`src/rtl/tank_pos_tx.sv`:
```
// -----------------------------------------------------------------------------
// tank_pos_tx
//
// Transmit side of the tank-position link. On each rising edge of vsync,
// while enabled and idle, the local tank position is latched. It is then sent
// to the remote board as a 5-byte 8N1 UART packet, LSB first:
//   B0 = SYNC_BYTE
//   B1 = X[7:0]
//   B2 = Y[7:0]
//   B3 = {4'b0, X[9:8], Y[9:8]}
//   B4 = B1 ^ B2 ^ B3
// Bytes are sent back to back. Each one is a start bit, 8 data bits and a
// stop bit, and every bit lasts CLKS_PER_BIT clocks. A packet therefore keeps
// busy high for exactly 50*CLKS_PER_BIT cycles.
//
// Parameters
//   CLKS_PER_BIT  clk cycles per UART bit (legal >= 2)
//   SYNC_BYTE     packet header byte
//
// Ports
//   clk        in   pixel clock; the only clock
//   rst        in   asynchronous, active-low reset
//   enable     in   1 = send a packet on each frame trigger
//   vsync      in   frame trigger; a rising edge requests a packet
//   xpos       in   [9:0] local tank X
//   ypos       in   [9:0] local tank Y
//   tx         out  UART serial line, idle high (registered)
//   busy       out  high while a packet is being shifted out (registered)
//   sent       out  1-cycle pulse when the last stop bit completes (registered)
//   drop_cnt   out  [7:0] saturating count of triggers ignored while busy
//   dbg_state  out  [1:0] FSM state: 0 IDLE, 1 START, 2 DATA, 3 STOP
//
// Trigger semantics: a trigger (rising vsync) acts as a one-cycle request.
// The FSM accepts it only when it is in IDLE and enable is high. It
// then acts as "ready" and consumes the request on that edge. An enabled
// trigger that arrives while a packet is in flight cannot be held, so it is
// dropped and counted. A trigger that arrives while enable is low is ignored
// and is not counted.
// -----------------------------------------------------------------------------
module tank_pos_tx #(
  parameter int          CLKS_PER_BIT = 564,
  parameter logic [7:0]  SYNC_BYTE    = 8'hA5
) (
  input  logic       clk,
  input  logic       rst,
  input  logic       enable,
  input  logic       vsync,
  input  logic [9:0] xpos,
  input  logic [9:0] ypos,
  output logic       tx,
  output logic       busy,
  output logic       sent,
  output logic [7:0] drop_cnt,
  output logic [1:0] dbg_state
);

  localparam int CW = (CLKS_PER_BIT > 2) ? $clog2(CLKS_PER_BIT) : 1;
  localparam logic [CW-1:0] BAUD_LAST = CW'(CLKS_PER_BIT - 1);

  typedef enum logic [1:0] {
    S_IDLE  = 2'd0,
    S_START = 2'd1,
    S_DATA  = 2'd2,
    S_STOP  = 2'd3
  } state_e;

  state_e        state_q;
  logic          vsync_q;
  logic [CW-1:0] baud_q;
  logic [2:0]    bit_idx_q;
  logic [2:0]    byte_idx_q;
  logic [9:0]    x_q;
  logic [9:0]    y_q;
  logic          tx_q;
  logic          busy_q;
  logic          sent_q;
  logic [7:0]    drop_q;
  logic [7:0]    drop_d;

  logic          trig;
  logic          baud_end;
  logic [7:0]    b1;
  logic [7:0]    b2;
  logic [7:0]    b3;
  logic [7:0]    cur_byte;

  assign trig     = vsync & ~vsync_q;
  assign baud_end = (baud_q == BAUD_LAST);

  // The packet bytes come from the latched position. They are not taken from
  // the live inputs, so moving the tank mid-packet cannot corrupt it.
  assign b1 = x_q[7:0];
  assign b2 = y_q[7:0];
  assign b3 = {4'b0000, x_q[9:8], y_q[9:8]};

  always_comb begin
    cur_byte = SYNC_BYTE;
    case (byte_idx_q)
      3'd0:    cur_byte = SYNC_BYTE;
      3'd1:    cur_byte = b1;
      3'd2:    cur_byte = b2;
      3'd3:    cur_byte = b3;
      default: cur_byte = b1 ^ b2 ^ b3;
    endcase
  end

  // Edge detector. Its reset value is 1, so a vsync that is already high
  // when reset is released does not count as a trigger.
  always_ff @(posedge clk or negedge rst) begin
    if (!rst) vsync_q <= 1'b1;
    else      vsync_q <= vsync;
  end

  // Drop counter: counts enabled triggers that arrive while a packet is in
  // flight, and saturates at 255.
  always_comb begin
    drop_d = drop_q;
    if (trig && enable && (state_q != S_IDLE) && (drop_q != 8'hFF))
      drop_d = drop_q + 8'd1;
  end

  always_ff @(posedge clk or negedge rst) begin
    if (!rst) drop_q <= 8'd0;
    else      drop_q <= drop_d;
  end

  // Packet FSM. tx, busy and sent are driven from registers here. Each value
  // is computed one edge ahead of the bit it belongs to, so the line changes
  // exactly at the bit boundary.
  always_ff @(posedge clk or negedge rst) begin
    if (!rst) begin
      state_q    <= S_IDLE;
      baud_q     <= '0;
      bit_idx_q  <= 3'd0;
      byte_idx_q <= 3'd0;
      x_q        <= 10'd0;
      y_q        <= 10'd0;
      tx_q       <= 1'b1;
      busy_q     <= 1'b0;
      sent_q     <= 1'b0;
    end else begin
      sent_q <= 1'b0;
      case (state_q)
        S_IDLE: begin
          tx_q       <= 1'b1;
          busy_q     <= 1'b0;
          baud_q     <= '0;
          bit_idx_q  <= 3'd0;
          byte_idx_q <= 3'd0;
          if (trig && enable) begin
            x_q     <= xpos;
            y_q     <= ypos;
            state_q <= S_START;
            tx_q    <= 1'b0;
            busy_q  <= 1'b1;
          end
        end

        S_START: begin
          if (baud_end) begin
            baud_q    <= '0;
            bit_idx_q <= 3'd0;
            state_q   <= S_DATA;
            tx_q      <= cur_byte[0];
          end else begin
            baud_q <= baud_q + 1'b1;
          end
        end

        S_DATA: begin
          if (baud_end) begin
            baud_q <= '0;
            if (bit_idx_q == 3'd7) begin
              state_q <= S_STOP;
              tx_q    <= 1'b1;
            end else begin
              bit_idx_q <= bit_idx_q + 3'd1;
              tx_q      <= cur_byte[bit_idx_q + 3'd1];
            end
          end else begin
            baud_q <= baud_q + 1'b1;
          end
        end

        S_STOP: begin
          if (baud_end) begin
            baud_q <= '0;
            if (byte_idx_q == 3'd4) begin
              // End of the last stop bit: busy drops in the same cycle that
              // sent pulses, and the FSM can accept a trigger right away.
              byte_idx_q <= 3'd0;
              state_q    <= S_IDLE;
              tx_q       <= 1'b1;
              busy_q     <= 1'b0;
              sent_q     <= 1'b1;
            end else begin
              // No idle gap between bytes: the next start bit begins at once.
              byte_idx_q <= byte_idx_q + 3'd1;
              state_q    <= S_START;
              tx_q       <= 1'b0;
            end
          end else begin
            baud_q <= baud_q + 1'b1;
          end
        end

        default: begin
          state_q <= S_IDLE;
          tx_q    <= 1'b1;
          busy_q  <= 1'b0;
        end
      endcase
    end
  end

  assign tx        = tx_q;
  assign busy      = busy_q;
  assign sent      = sent_q;
  assign drop_cnt  = drop_q;
  assign dbg_state = state_q;

endmodule

```
`config.mk`:
```
export PLATFORM = sky130hd
export DESIGN_NAME = tank_pos_tx
export DESIGN_NICKNAME = d
export VERILOG_FILES = /design/src/rtl/tank_pos_tx.sv
export SDC_FILE = /design/constraint.sdc
export NUM_CORES = 1
export LEC_CHECK = 0
export CAP_MARGIN = 15
export CELL_PAD_IN_SITES_DETAIL_PLACEMENT = 2
export CELL_PAD_IN_SITES_GLOBAL_PLACEMENT = 2
export CORE_ASPECT_RATIO = 0.75
export CORE_MARGIN = 2
export CORE_UTILIZATION = 37
export CTS_BUF_LIST = sky130_fd_sc_hd__clkbuf_4 sky130_fd_sc_hd__clkbuf_8
export DETAILED_ROUTE_END_ITERATION = 8
export PLACE_DENSITY_LB_ADDON = 0.1
export SYNTH_ARGS = -nofsm -noshare
export SYNTH_HDL_FRONTEND = slang
export SYNTH_SLANG_ARGS = --single-unit
```
`constraint.sdc`:
```
create_clock -name clk -period 3.15 [get_ports clk]
set_clock_uncertainty 0.2 [all_clocks]
set_input_delay 0.4725 -clock clk [delete_from_list [all_inputs] [get_ports clk]]
set_output_delay 0.4725 -clock clk [all_outputs]
set_load 0.01 [all_outputs]
```
==> results_dict.tcl <==
# flow metrics
set metrics [dict create \
    dp_cells 387 \
    most_common_cell "dfrtp_1" \
    area_growth_pct 22.04 \
    common_cells "dfrtp_1 (48), mux2_2 (22), nor2_1 (22)" \
    cts_root_buf "clkbuf_8" \
    endpoint "tx" \
    timing.fmax_mhz 366.5 \
    pg_comb_uw 834 \
    yosys.area.top_type "dfrtp_1" \
    grt_pass1_wl_mm 12.43 \
    synth_cell_types 55 \
    rr_endpoint "tx" \
    drc 0 \
    cap_viol_max_count 0 \
    ios 37 \
    n_antenna_cell 0 \
    cts_hold_buf 1 \
    synthFlopType "dfrtp_1" \
    grt_util_met1 0.2516 \
    pg_seq_mw 1.06 \
    hold_viol_final 0 \
    ant_nets 0 \
    wl_met2_mm 3.435 \
    critPathArrivalTime_ps 2790 \
    setup_ws_ps 421.6 \
    top_power_group "sequential cells" \
    ys_top_cells_by_area "dfrtp_1 (44%), mux2_2 (9.0%), ha_1 (6.4%), xor2_1 (3.8%), xnor2_1 (3.2%)" \
    crit_chain "inv_1, ha_1, nor2b_1, nor2_1, nor3_1, o41ai_1, o211ai_1, nand4_1" \
    cts_buffers 5 \
    die-area_um2 8139 \
    outcome "complete, no violations" \
    critPathLaunchType "flip-flop" \
    warnings 33 \
    startpoint "byte_idx_q[2]" \
    syn_area_um2 2748 \
]
-- cell type report --
class                           instances  share of cell area
Clock inverter                          2             0.01157
Inverter                               10             0.01119
Sequential cell                        50              0.3739
Clock buffer                            6             0.02276
Tap cell                              101             0.03769
Timing Repair Buffer                   42              0.1201
Multi-Input combinational cell        185              0.4228
-- cell families (layout without fill, tap and decap cells) --
family	Yosys count	after routing	share of synthesized area
and+or+nand+nor	77	77	0.1494
AOI/OAI and AO/OA	47	47	0.1266
DFF	50	50	0.4563
xor gates and xnor gates	23	23	0.07832
muxes	24	24	0.09791
adders and majority gates	14	14	0.06375
buffers and inverters	20	60	0.02778
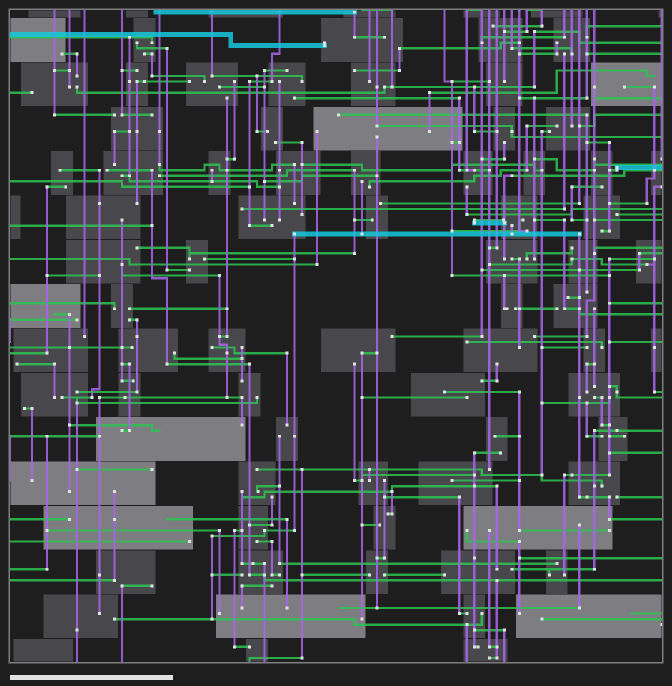
Figure 1: zoomed window.
Scale bar: 10 µm. Window x 32 to 72, y 4 to 44 µm. Cells in gray, sequential cells in the stronger gray; small squares are vias.
Key: metal 1 = green; metal 3 = cyan; metal 2 = purple
Netlist names of flops here include `byte_idx_q` (3), `dbg_state` (2). Most frequent: nand2_1 (9), ha_1 (9). 72 logic cells have their middle in the window. Sequential cells in the window: 7.

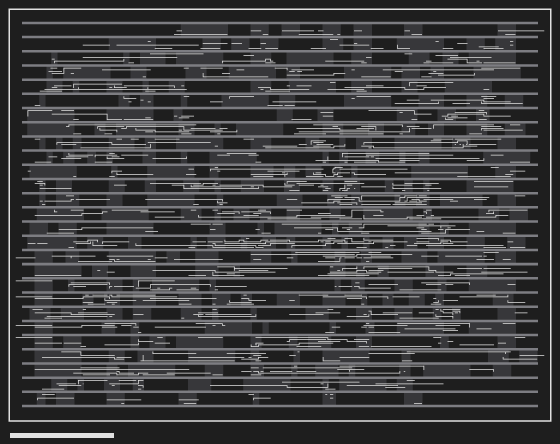
Figure 2: the metal 1 layer.
Scale bar: 20 µm. Supply wires on this layer in gray.
302 nets have wire on it. The layer holds 47% of the routed length. The longest straight run is 29.4 µm. The layer carries 3340 µm of wire.
WL final: 7.146 mm
via count: 2140

